[src/rtl/infer_sched.sv]
// -----------------------------------------------------------------------------
// infer_sched -- job scheduler in front of the MNIST inference control FSM.
//
// Two requesters (A: UART host loader, B: on-board test-image selector) each
// offer an image index. A round-robin arbiter grants one job. The scheduler
// then holds the core's level start until the core reports done, captures the
// predicted digit (or a timeout error) into a small first-word-fall-through
// result FIFO, and waits for done to clear before it accepts the next job.
//
// Ports:
//   clk, rst (async, active-low)
//   req_a/img_a/gnt_a    requester A: level request, image index, grant pulse
//   req_b/img_b/gnt_b    requester B: level request, image index, grant pulse
//   core_start           level start to the inference core
//   core_done/core_digit done level and argmax result from the core
//   img_sel              image index of the active job, to the image memory
//   res_valid/res_ready  result FIFO handshake (pop on valid & ready)
//   res_digit/res_img/res_src/res_err  head FIFO entry
//   sched_busy           high whenever the FSM is not idle
//   err_cnt              saturating count of timed-out jobs
//
// Optional build macro SCHED_PERF_EN adds output last_lat: the number of WAIT
// cycles of the most recent job (TIMEOUT when the job timed out).
// -----------------------------------------------------------------------------
module infer_sched #(
   parameter int IMG_AW    = 4,
   parameter int TO_W      = 12,
   parameter int TIMEOUT   = 2047,
   parameter int RES_DEPTH = 4
) (
   input  logic              clk,
   input  logic              rst,
   input  logic              req_a,
   input  logic [IMG_AW-1:0] img_a,
   output logic              gnt_a,
   input  logic              req_b,
   input  logic [IMG_AW-1:0] img_b,
   output logic              gnt_b,
   output logic              core_start,
   input  logic              core_done,
   input  logic [3:0]        core_digit,
   output logic [IMG_AW-1:0] img_sel,
   output logic              res_valid,
   input  logic              res_ready,
   output logic [3:0]        res_digit,
   output logic [IMG_AW-1:0] res_img,
   output logic              res_src,
   output logic              res_err,
   output logic              sched_busy,
   output logic [7:0]        err_cnt
`ifdef SCHED_PERF_EN
   ,
   output logic [TO_W-1:0]   last_lat
`endif
);

   localparam int PTR_W = (RES_DEPTH > 1) ? $clog2(RES_DEPTH) : 1;
   localparam int CNT_W = $clog2(RES_DEPTH + 1);

   typedef enum logic [2:0] {
      S_IDLE,
      S_START,
      S_WAIT,
      S_CAPT,
      S_RELEASE
   } state_t;

   typedef struct packed {
      logic [3:0]        digit;
      logic [IMG_AW-1:0] img;
      logic              src;
      logic              err;
   } res_t;

   state_t            state_q, state_d;
   logic              gnt_a_q, gnt_a_d;
   logic              gnt_b_q, gnt_b_d;
   logic              core_start_q, core_start_d;
   logic [IMG_AW-1:0] img_sel_q, img_sel_d;
   logic              src_q, src_d;
   logic              last_gnt_q, last_gnt_d;   // 0 = A, 1 = B
   logic [3:0]        digit_q, digit_d;
   logic              err_q, err_d;
   logic [TO_W-1:0]   to_cnt_q, to_cnt_d;
   logic [7:0]        err_cnt_q, err_cnt_d;

   res_t              mem_q [RES_DEPTH];
   logic [PTR_W-1:0]  wr_ptr_q, rd_ptr_q;
   logic [CNT_W-1:0]  count_q;
   logic              push, pop;
   logic              eligible, win_a, win_b;
   res_t              head;

   // A slot is reserved before the job starts, so CAPT can always push.
   assign eligible = (count_q < CNT_W'(RES_DEPTH));
   // On a tie the side that was not granted last time wins.
   assign win_a    = eligible & req_a & (~req_b | last_gnt_q);
   assign win_b    = eligible & req_b & (~req_a | ~last_gnt_q);

   // ---------------------------------------------------------------- FSM ---
   always_comb begin
      // NOTE: every signal gets a default before the case so no path leaves
      // a value unassigned and no latch is inferred.
      state_d      = state_q;
      gnt_a_d      = 1'b0;
      gnt_b_d      = 1'b0;
      core_start_d = core_start_q;
      img_sel_d    = img_sel_q;
      src_d        = src_q;
      last_gnt_d   = last_gnt_q;
      digit_d      = digit_q;
      err_d        = err_q;
      to_cnt_d     = to_cnt_q;
      err_cnt_d    = err_cnt_q;
      push         = 1'b0;

      unique case (state_q)
         S_IDLE: begin
            core_start_d = 1'b0;
            if (win_a) begin
               gnt_a_d    = 1'b1;
               img_sel_d  = img_a;
               src_d      = 1'b0;
               last_gnt_d = 1'b0;
               state_d    = S_START;
            end else if (win_b) begin
               gnt_b_d    = 1'b1;
               img_sel_d  = img_b;
               src_d      = 1'b1;
               last_gnt_d = 1'b1;
               state_d    = S_START;
            end
         end
         S_START: begin
            core_start_d = 1'b1;
            to_cnt_d     = '0;
            state_d      = S_WAIT;
         end
         S_WAIT: begin
            // The counter counts this cycle too, so on exit it equals the
            // number of WAIT cycles spent (TIMEOUT on a timeout).
            core_start_d = 1'b1;
            to_cnt_d     = to_cnt_q + TO_W'(1);
            if (core_done) begin
               digit_d      = core_digit;
               err_d        = 1'b0;
               core_start_d = 1'b0;
               state_d      = S_CAPT;
            end else if (to_cnt_q == TO_W'(TIMEOUT - 1)) begin
               digit_d      = 4'hF;
               err_d        = 1'b1;
               err_cnt_d    = (err_cnt_q != 8'hFF) ? err_cnt_q + 8'd1 : err_cnt_q;
               core_start_d = 1'b0;
               state_d      = S_CAPT;
            end
         end
         S_CAPT: begin
            push         = 1'b1;
            core_start_d = 1'b0;
            state_d      = S_RELEASE;
         end
         S_RELEASE: begin
            core_start_d = 1'b0;
            if (!core_done) state_d = S_IDLE;
         end
         default: state_d = S_IDLE;
      endcase
   end

   always_ff @(posedge clk or negedge rst) begin
      if (!rst) begin
         state_q      <= S_IDLE;
         gnt_a_q      <= 1'b0;
         gnt_b_q      <= 1'b0;
         core_start_q <= 1'b0;
         img_sel_q    <= '0;
         src_q        <= 1'b0;
         last_gnt_q   <= 1'b1;
         digit_q      <= '0;
         err_q        <= 1'b0;
         to_cnt_q     <= '0;
         err_cnt_q    <= '0;
      end else begin
         state_q      <= state_d;
         gnt_a_q      <= gnt_a_d;
         gnt_b_q      <= gnt_b_d;
         core_start_q <= core_start_d;
         img_sel_q    <= img_sel_d;
         src_q        <= src_d;
         last_gnt_q   <= last_gnt_d;
         digit_q      <= digit_d;
         err_q        <= err_d;
         to_cnt_q     <= to_cnt_d;
         err_cnt_q    <= err_cnt_d;
      end
   end

   // -------------------------------------------------------- result FIFO ---
   assign pop = res_valid & res_ready;

   always_ff @(posedge clk or negedge rst) begin
      if (!rst) begin
         wr_ptr_q <= '0;
         rd_ptr_q <= '0;
         count_q  <= '0;
      end else begin
         if (push) wr_ptr_q <= wr_ptr_q + PTR_W'(1);
         if (pop)  rd_ptr_q <= rd_ptr_q + PTR_W'(1);
         count_q <= count_q + CNT_W'(push) - CNT_W'(pop);
      end
   end

   // NOTE: the storage array is deliberately not reset; count_q alone decides
   // which entries are valid, and the head outputs are masked while empty.
   always_ff @(posedge clk) begin
      if (push) mem_q[wr_ptr_q] <= '{digit: digit_q, img: img_sel_q, src: src_q, err: err_q};
   end

   assign head      = mem_q[rd_ptr_q];
   assign res_valid = (count_q != '0);
   assign res_digit = res_valid ? head.digit : '0;
   assign res_img   = res_valid ? head.img   : '0;
   assign res_src   = res_valid & head.src;
   assign res_err   = res_valid & head.err;

   // ------------------------------------------------------------ outputs ---
   assign gnt_a      = gnt_a_q;
   assign gnt_b      = gnt_b_q;
   assign core_start = core_start_q;
   assign img_sel    = img_sel_q;
   assign sched_busy = (state_q != S_IDLE);
   assign err_cnt    = err_cnt_q;

`ifdef SCHED_PERF_EN
   logic [TO_W-1:0] last_lat_q;

   always_ff @(posedge clk or negedge rst) begin
      if (!rst)                  last_lat_q <= '0;
      else if (state_q == S_CAPT) last_lat_q <= to_cnt_q;
   end

   assign last_lat = last_lat_q;
`endif

endmodule

[config.mk]
export PLATFORM = sky130hd
export DESIGN_NAME = infer_sched
export DESIGN_NICKNAME = d
export VERILOG_FILES = /design/src/rtl/infer_sched.sv
export SDC_FILE = /design/constraint.sdc
export NUM_CORES = 1
export LEC_CHECK = 0
export ABC_AREA = 1
export CORE_AREA = 2 2 129 131
export CTS_BUF_LIST = sky130_fd_sc_hd__clkbuf_8
export DETAILED_ROUTE_END_ITERATION = 10
export DIE_AREA = 0 0 131 133
export HOLD_SLACK_MARGIN = 0.03
export PLACE_DENSITY = 0.48
export RECOVER_POWER = 100
export SYNTH_ARGS = -nofsm -noshare
export SYNTH_HDL_FRONTEND = slang
export SYNTH_SLANG_ARGS = --single-unit
[constraint.sdc]
create_clock -name clk -period 5.2 [get_ports clk]
set_input_delay 1.3 -clock clk [delete_from_list [all_inputs] [get_ports clk]]
set_output_delay 1.3 -clock clk [all_outputs]
set_load 0.03 [all_outputs]
Fig. 1: run 1, wiring by layer
Drawn at 4 px/um.
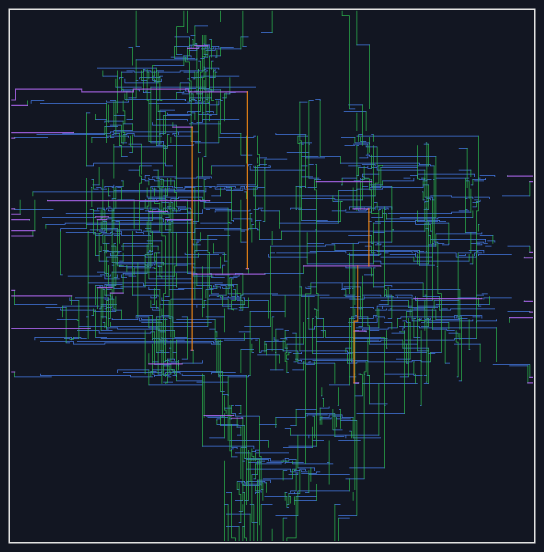
[metal 3] purple | wire length: 328 um
[metal 4] orange | wire length: 144 um
[metal 1] blue | wire length: 4380 um
[metal 2] green | wire length: 3870 um

Fig. 2: run 1, gate-type map
Drawn at 2 px/um.
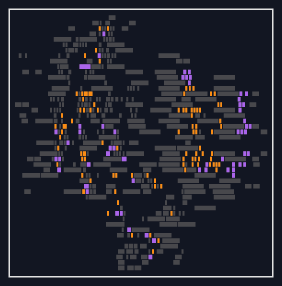
[inverting AOI/OAI gates] purple | cells: 56
[NOR gates] orange | cells: 90

Fig. 3: run 1, clock network drawn from the DEF
Drawn at 2 px/um.
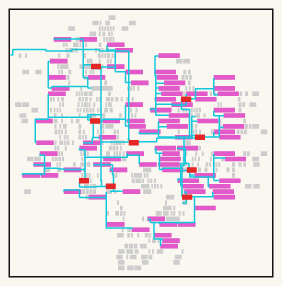
[clock drivers] red | count: 9
[flip-flops] magenta | count: 84
[clock wires] cyan | length: 1110 um
routed clock nets: 10

==> results_slide.txt, run 1 <==
Synthesis and Place & Route Summary

Logic synthesis
  – Portion of the post-synthesis area used by sequential elements: 58.7%
  – Ranking of synthesized cells by instance count: 86 x nand2_1, 83 x nor2_1, 43 x dfrtp_1
  – Net count entering floorplan: approximately 450
  – Synth Flop Type: dfrtp_1
  – Number of standard cells after synthesis: around 420
  – Yosys cell count: approximately 420
  – Mapped Area: slightly below 4000 um^2

Critical path
  – Setup crit end kind: output pin
  – Critical path type: reg -> out
  – Capturing point of the worst reg2reg path: count_q[2]$_DFF_PN0_

Floorplanning
  – Floorplan core area: approximately 16000 um^2
  – Vertical die dimension: approximately 130 um
  – Die area: between 15000 and 20000 um^2

Final layout
  – Flip-flop and latch share of the layout cell area: 48.3%
  – Net count reported at finish: around 500
  – Count of non-CTS buffers in the layout: roughly 45
  – Comb gate area: about 1400 um^2

Job
  – Max capacitance violation total: 1
  – Number of warning messages in the logs: 30

Status
  – Violations in the final reports: capacitance limit, slew limit
  – Run status: finished, violations left

STA
  – Slew Viols, Final: ~45
  – Sum Neg Setup Slack: 0 ns

GRT
  – Via count of the first global-routing pass: a little under 3000

Clocking
  – Clock tree root driver cell: clkbuf_8

Drt
  – Average wire per standard cell: roughly 13 um
run 1: stage by stage:
step	hold WS [ns]	power (uW)	utilization (%)	area [um^2]	instances
after floorplan	0.462	1670	-	3930	422
after global placement	0.476	2040	28.5	4620	681
after detailed placement	0.493	2060	28.5	4620	681
after CTS	0.507	2540	29.8	4810	697
after global routing	0.539	2630	29.5	4770	697
final	0.504	2430	29.5	4770	697
run 1: power by group through the flow:
stage	Clock, uW	Sequential [uW]	Combinational [uW]
floorplan	0	1020	655
global placement	0	1040	1000
detailed placement	0	1050	1010
CTS	490	1030	1020
global route	520	1050	1060
finish	477	1020	935
run 1: critical path: stages (launching register included):
cell and delay [ns]:
dfrtp_1 0.77, inv_1 0.44, o21ai_0 0.31, a21oi_1 0.09
dlygate4sd3_1 0.69
Fig. 4: run 1, clock nets
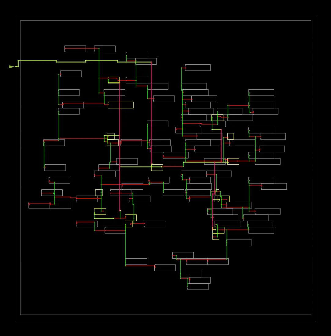

--- run 2 (diff from run 1) ---
==> constraint.sdc (replaced) <==
create_clock -name clk -period 4.1 [get_ports clk]
set_input_delay 1.025 -clock clk [delete_from_list [all_inputs] [get_ports clk]]
set_output_delay 1.025 -clock clk [all_outputs]
set_load 0.03 [all_outputs]
Fig. 5: run 2, clock nets
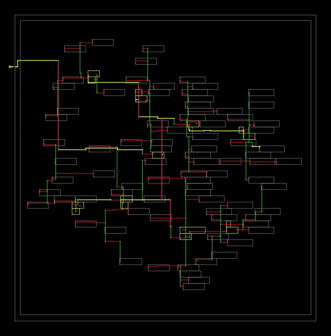
clk_buf instances: 9
Num Clock Sinks: 84
clk_lat worst skew: 0.37 ns

==> run 2 against run 1 <==
Effect of this change:
- the run still ends with capacitance limit, slew limit left
- count of clock-buffer cells in the layout unchanged
- synthesized area unchanged
- die size did not move
- power increased by 27%
- sequential cell count unchanged
- hold slack got worse by 0.0031 ns
- synthesized cell count stayed put
- sequential share of layout area hardly changed
- setup slack got worse by 0.81 ns
- via count shrank 0.48%
- clock skew rose by 0.0028 ns
- critical path type unchanged
- largest cell class unchanged
- largest power group unchanged
==> results_slide.txt, run 2 <==
Synthesis and Place & Route Summary

Status
  – Run status: finished, violations left
  – Violations in the final reports: capacitance limit, slew limit

Logic synthesis
  – Synth Flop Type: dfrtp_1
  – Number of standard cells after synthesis: 422
  – Net count entering floorplan: ~450
  – Post-synthesis async set-or-reset flop share: 52.4%
  – Total of warnings raised by yosys: 0
  – EDFF count, synth: about 40
  – Largest combinational cell category by area: simple AND/OR/NAND/NOR gates
  – Portion of the post-synthesis area used by sequential elements: about three fifths
  – Top area cells in the synthesized netlist: edfxtp_1 31%, dfrtp_1 27%, nand2_1 8.2%, nor2_1 7.9%, o21ai_0 3.4%
  – Share of the synthesized area in the top cell type: between 30% and 40%
  – Number of synthesized register bits: 84
  – Yosys cell count: about 420
  – Ranking of synthesized cells by instance count: 86 x nand2_1, 83 x nor2_1, 43 x dfrtp_1

Critical path
  – Setup crit end kind: output pin
  – Critical path type: reg -> out
  – Capturing point of the worst reg2reg path: count_q[2]$_DFF_PN0_
  – Req. time, crit path: 3.07 ns

STA
  – Sum Neg Setup Slack: 0 ns
  – Worst slack on hold paths: 0.500 ns
  – Slew Viols, Final: approximately 45

Clocking
  – Post-cts repair resize count: 0
  – Clock tree root driver cell: clkbuf_8

Floorplanning
  – Die area: 17400 um^2
  – Vertical die dimension: around 130 um
  – Floorplan core area: approximately 16000 um^2

Final layout
  – Net count reported at finish: about 500
  – Comb gate area: 1410 um^2
  – Top logic cell by instance count in the layout: nand2_1
  – Fin cells: about 700
  – Reg with most FFs: mem_q
  – Final instance area: about 4800 um^2

Place
  – Placement Cell Area: between 4000 and 5000 um^2
  – Placed cells: 681

Drt
  – Initial detailed-routing violation count: 159
  – Average wire per standard cell: 12.7 um
  – Total length of routed met3 wires: about 360 um

Job
  – Max capacitance violation total: 1
  – Number of warning messages in the logs: 30

Power
  – Post-layout total power: roughly 3100 uW

GRT
  – Via count of the first global-routing pass: ~3000
[run 2: worst max-delay path: stages (launching register included)]
cell	delay, ns
dfrtp_1	0.75
inv_1	0.45
o21ai_0	0.32
a21oi_1	0.09
dlygate4sd3_1	0.69
[run 2: final cells by class]
type	count	share of cell area, %
repair buffers	45	9.21
flip-flops and latches	84	48.3
multi-input cells	293	29.5
well taps	220	5.77
clock buffers	9	2.60
clock inverters	7	1.55
inverters	39	3.07
[run 2: metal layers]
layer,up-vias,global-route usage (%)
li1,1496,-
met1,1364,15.7
met2,63,17.3
met3,10,3.60
met4,0,2.84
met5,-,0
[run 2: where the power goes]
part	switching, uW	internal [uW]	total, uW
logic	792	404	1200
registers	182	1110	1290
clock network	317	285	601
Power and IR drop assume default switching activity.
